==> config.mk <==
export PLATFORM = sky130hd
export DESIGN_NAME = fetch_sequencer
export DESIGN_NICKNAME = d
export VERILOG_FILES = /design/src/rtl/fetch_sequencer.sv
export SDC_FILE = /design/constraint.sdc
export NUM_CORES = 1
export LEC_CHECK = 0
export CAP_MARGIN = 20
export CORE_ASPECT_RATIO = 0.75
export CORE_MARGIN = 2
export CORE_UTILIZATION = 40
export CTS_BUF_LIST = sky130_fd_sc_hd__clkbuf_4 sky130_fd_sc_hd__clkbuf_8
export DETAILED_ROUTE_END_ITERATION = 16
export GPL_TIMING_DRIVEN = 1
export PLACE_DENSITY = 0.67
export SYNTH_ARGS = -nofsm -noshare
export SYNTH_HDL_FRONTEND = slang
export SYNTH_SLANG_ARGS = --single-unit
==> constraint.sdc <==
create_clock -name clk -period 2.9 [get_ports clk]
set_input_delay 0.58 -clock clk [delete_from_list [all_inputs] [get_ports clk]]
set_output_delay 0.58 -clock clk [all_outputs]
set_load 0.01 [all_outputs]
**Run 1: routed metal per tile**

The die is cut into 31 by 23 equal tiles; black is low, pale yellow is high, scaled to the fullest tile. Values are wire area over tile area, all layers added.
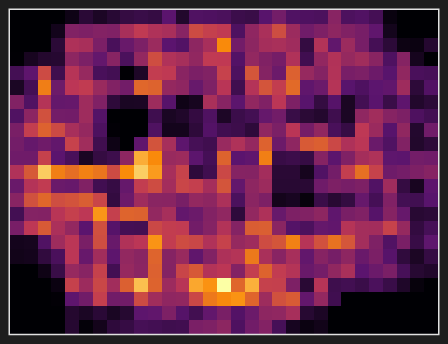
mean over tiles: 0.16
tiles over half the peak: 17%
densest ninth of the die: bottom center
total number of vias: 5862
drt wl/cell: 15.23 um

**Run 1: met1 routing**

Supply wires on this layer in gray.
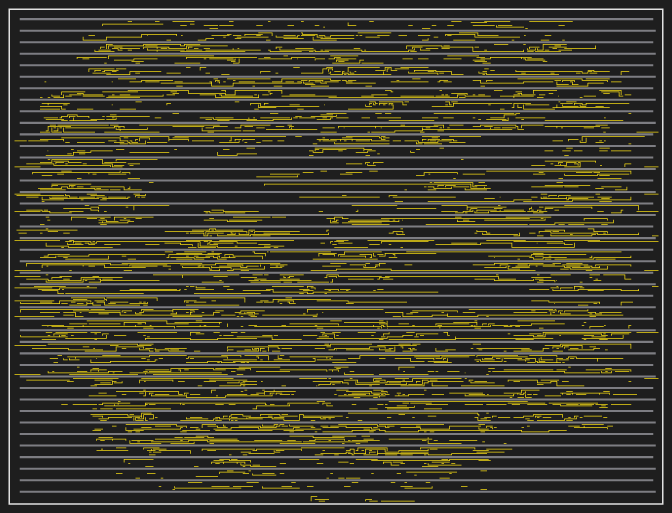
nets with wire on the layer: 915
longest straight run: 50.6 um
share of all routed wire: 50%
main direction: horizontal
wire length on this layer: 8880 um
Routed WL: 17.70 mm
met1 GRT Util: 27.82%

**Run 1: placed cells, one color a class**

Bar = 50 um. Fill, decap, tap and diode cells in gray.
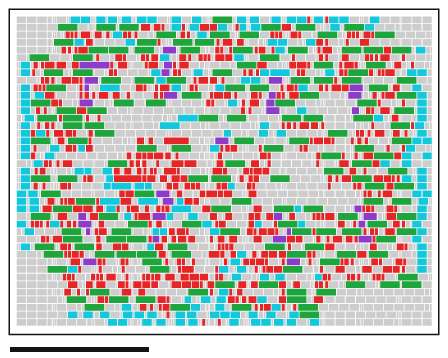
legend:
  red:
    class: combinational and other logic
    cells: 566
    share_of_their_area: 38%
  cyan:
    class: remaining buffers and delay cells
    cells: 190
    share_of_their_area: 22%
  purple:
    class: clock drivers and dummy loads
    cells: 32
    share_of_their_area: 4.2%
  green:
    class: sequential cells
    cells: 159
    share_of_their_area: 36%
core region area: 0.01667 mm^2
fin util: 54.65%
Std-Cell Rows: 41
flop share of the area: 34.94%

==> metrics.cfg, run 1 <==
[synth]
syn_inst=786
synth.comb.largest_family=simple AND/OR/NAND/NOR gates
flop_cell=dfxtp_1
xor_area_share_pct=3.120
ys_sh_adder_pct=0.9285
ys_async_sr_fraction_pct=0
most_common_cell=dfxtp_1
synth_area_leader_cell=dfxtp_1

[final_timing]
timing.fmax_mhz=411.0
fin_crit_ns=2.433
slew-limit-headroom_pct=44.60
grt_setup_unrepaired=false

[cts]
h-tree-depth=4
clk_pin_slew_worst_paths_ns=0.09

[placement]
hpwl_mm=11.97
dp_slack_ns=0.2627
gp_congestion=0.7896

[final_layout]
finalNetCount=1009

[run_status]
status=complete, no violations

[drt]
wl_met2_mm=7.695
wl_met1_mm=8.879
avgViaCountPerCell=5.045

[grt]
grt_max_degree=63
track_usage_pct=20.02
grt.overflow.total=0
grt.met2_usage_pct=30.69
grt_pass1_wl_mm=28.36
grt_pass1_vias=5410

[setup_path]
crit_required_ns=2.32

[run]
cap_violations=0

-- run 1: cells in the final DEF (no fill, tap or decap), types with 3 or more instances in the layout --
cell / synthesis / layout
a211oi_1: 86 / 86
a21oi_1: 68 / 68
a311oi_1: 4 / 4
and3_1: 6 / 6
buf_12: 0 / 8
buf_4: 4 / 19
clkbuf_8: 0 / 17
clkdlybuf4s50_1: 0 / 163
clkinv_2: 0 / 3
clkinv_4: 0 / 3
clkinvlp_4: 0 / 5
conb_1: 1 / 4
dfxtp_1: 159 / 159
ha_1: 5 / 4
inv_1: 5 / 5
mux2i_1: 63 / 63
nand2_1: 140 / 140
nand3_1: 10 / 9
nand4_1: 10 / 10
nor2_1: 94 / 93
nor3_1: 5 / 5
nor4_1: 3 / 3
o21ai_0: 9 / 9
or3_1: 4 / 4
xnor2_1: 8 / 8
xor2_1: 16 / 16
-- run 1: power breakdown --
| group | leakage [uW] | total (uW) | switching, uW | internal [uW] |
|---|---|---|---|---|
| logic | 0.00145 | 1620 | 759 | 862 |
| clock network | 0.000176 | 1560 | 878 | 686 |
| registers | 0.00129 | 2670 | 245 | 2430 |
| total | 0.00292 | 5860 | 1880 | 3970 |
-- run 1: through the flow --
stage               util (%)  std cells  hold slack [ns]  power, uW
finish                 54.65       1162           0.4562       5856
global route           54.65       1162           0.4753       6192
CTS                    54.65       1162           0.4590       5915
global placement       52.42       1130           0.4399       4333
detailed placement     52.42       1130           0.4475       4347
floorplan                  -        789           0.4360       3489
-- run 1: area by class of cell --
class                   count  area, um^2  area share, %
clock buffers              17       234.0          2.568
repair buffers            190        1934          21.23
flip-flops and latches    159        3183          34.94
well taps                 215       269.0          2.952
multi-input cells         561        3334          36.60
inverters                   5       18.77         0.2060
clock inverters            15       137.6          1.511
## Run 2: what changed since run 1
clock period = 2.55 ns   (was 2.9 ns; I/O delays follow)
==> run 2 against run 1 <==
  * Hold slack got worse by 0.0015 ns
  * Critical path type unchanged
  * Routed wire length fell by 0.57%
  * Cell count rose by 0.77%
  * Clock power rose by 26%
  * Area after synthesis did not move
  * Synthesized cell count did not move
  * Via count rose by 0.89%
  * Total power rose by 18%
==> metrics.cfg, run 2 <==
[run_status]
status=complete, no violations

[final_timing]
slew-limit-headroom_pct=59.37  ; +15 points
fin_crit_ns=2.311
holdWs_ns=0.4548  ; -0.001451 ns
timing.fmax_mhz=432.7
grt_setup_unrepaired=false

[grt]
grt.overflow.total=0  ; unchanged
grt_pass1_wl_mm=28.19  ; -0.61%
grt_max_degree=63  ; unchanged
grt_pass1_vias=5343  ; -1.2%

[cts]
h-tree-depth=4  ; unchanged
clk_pin_slew_worst_paths_ns=0.08  ; about the same

[power]
p_int_uw=4796  ; +21%
power.switching_uw=2103  ; +12%
clockPowerShare_pct=28.5  ; +1.8 points
sw_frac_of_total_pct=30.48  ; -1.7 points
power.share.sequential_pct=43.5  ; -2.1 points

[synth]
syn_inst=786  ; unchanged
synth_area_leader_cell=dfxtp_1
most_common_cell=dfxtp_1
ys_async_sr_fraction_pct=0  ; unchanged

[run]
cap_violations=0  ; unchanged

[final_layout]
mostFrequentLayoutCells=clkdlybuf4s50_1, dfxtp_1, nand2_1, nor2_1, a211oi_1
finalNetCount=1018  ; +0.89%
layout_top_cell=clkdlybuf4s50_1

[placement]
gp_congestion=0.8176  ; +3.5%
hpwl_mm=12.13  ; +1.3%
dp_slack_ns=0.0002109  ; -0.2625 ns

[floorplanning]
coreArea_mm2=0.01667  ; unchanged
row_count=41  ; unchanged

[setup_path]
crit_required_ns=2.04  ; -0.28 ns

[drt]
avgViaCountPerCell=5.050  ; +0.11%

-- run 2: power groups by stage --
stage	logic [uW]	clock network (uW)	registers (uW)
6_report	1930	1970	3000
5_1_grt	2100	2130	3050
4_1_cts	1950	2010	3000
3_5_place_dp	1940	0	3060
3_3_place_gp	1920	0	3060
2_1_floorplan	815	0	3150
-- run 2: cell type report --
type | count | area (um^2) | share of cell area, %
multi-input combinational | 561 | 3334 | 36.06
sequential | 159 | 3183 | 34.42
timing repair buffer | 199 | 2027 | 21.92
tap | 215 | 269.0 | 2.909
clock buffer | 19 | 255.2 | 2.760
clock inverter | 13 | 160.2 | 1.732
inverter | 5 | 18.77 | 0.2029
-- run 2: worst max-delay path, cell delays in order, from the launching register on --
cell and delay [ns]:
dfxtp_1 0.42, inv_1 0.08, ha_1 0.21, and2_1 0.16
clkdlybuf4s50_1 0.48
-- run 2: cell families after synthesis --
family	after synthesis	share of synthesized area, %
muxes	63	9.359
adders and majority gates	5	0.9285
xor gates and xnor gates	24	3.120
other	1	0.05566
AOI/OAI and AO/OA	176	16.84
DFF	159	47.24
and+or+nand+nor	289	18.33
buffers and inverters	69	4.123
-- run 2: metrics by stage --
| step | cell area, um^2 | total power, uW | std cells |
|---|---|---|---|
| global placement | 8832 | 4981 | 1139 |
| CTS | 9248 | 6959 | 1171 |
| detailed placement | 8832 | 4996 | 1139 |
| global route | 9248 | 7274 | 1171 |
| floorplan | 6749 | 3968 | 789 |
| finish | 9248 | 6898 | 1171 |
-- run 2: layer usage --
metal,track usage (%),share of wire [%],wire length [um],vias to the layer above
met5,0,0,0,-
met2,30.63,44,7832,112
li1,-,-,-,3047
met3,4.861,4.2,738,10
met1,27.85,50,8865,2745
met4,5.421,0.94,166,0
**Run 2: placed cells, one color a class**

Bar = 50 um. Fill, decap, tap and diode cells in gray.
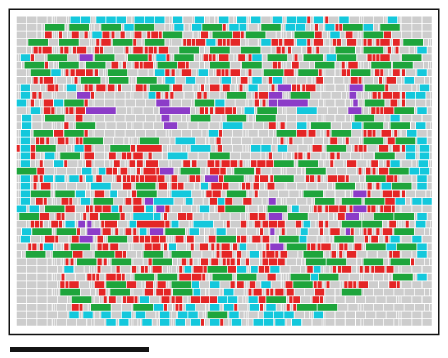
legend:
  purple:
    class: clock drivers and dummy loads
    cells: 32
    share_of_their_area: 4.6%
  red:
    class: combinational and other logic
    cells: 566
    share_of_their_area: 37%
  cyan:
    class: remaining buffers and delay cells
    cells: 199
    share_of_their_area: 23%
  green:
    class: sequential cells
    cells: 159
    share_of_their_area: 35%
Design Area, Final: 0.009248 mm^2
fin util: 55.47%
flop share of the area: 34.42%

**Run 2: signal wires by layer**

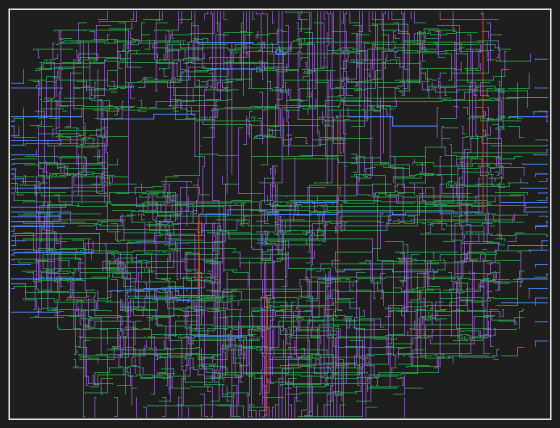
legend:
  red:
    layer: metal 4
    wire_length: 167 um
  purple:
    layer: metal 2
    wire_length: 7830 um
  blue:
    layer: metal 3
    wire_length: 739 um
  green:
    layer: metal 1
    wire_length: 8870 um
GRT Overall Usage: 19.81%
total number of vias: 5914

**Run 2: routed metal per tile**

The die is cut into 31 by 23 equal tiles; black is low, pale yellow is high, scaled to the fullest tile. Values are wire area over tile area, all layers added.
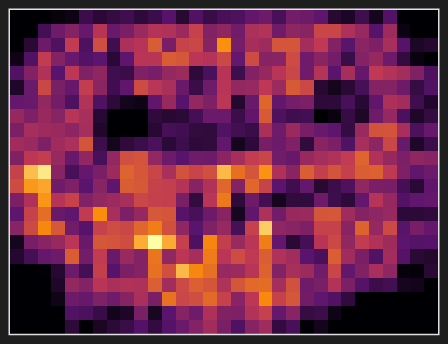
fullest tile: 0.47
mean over tiles: 0.15
emptiest ninth of the die: lower right
Routed WL: 17.60 mm
drt wl/cell: 15.03 um

Power and IR drop assume default switching activity.
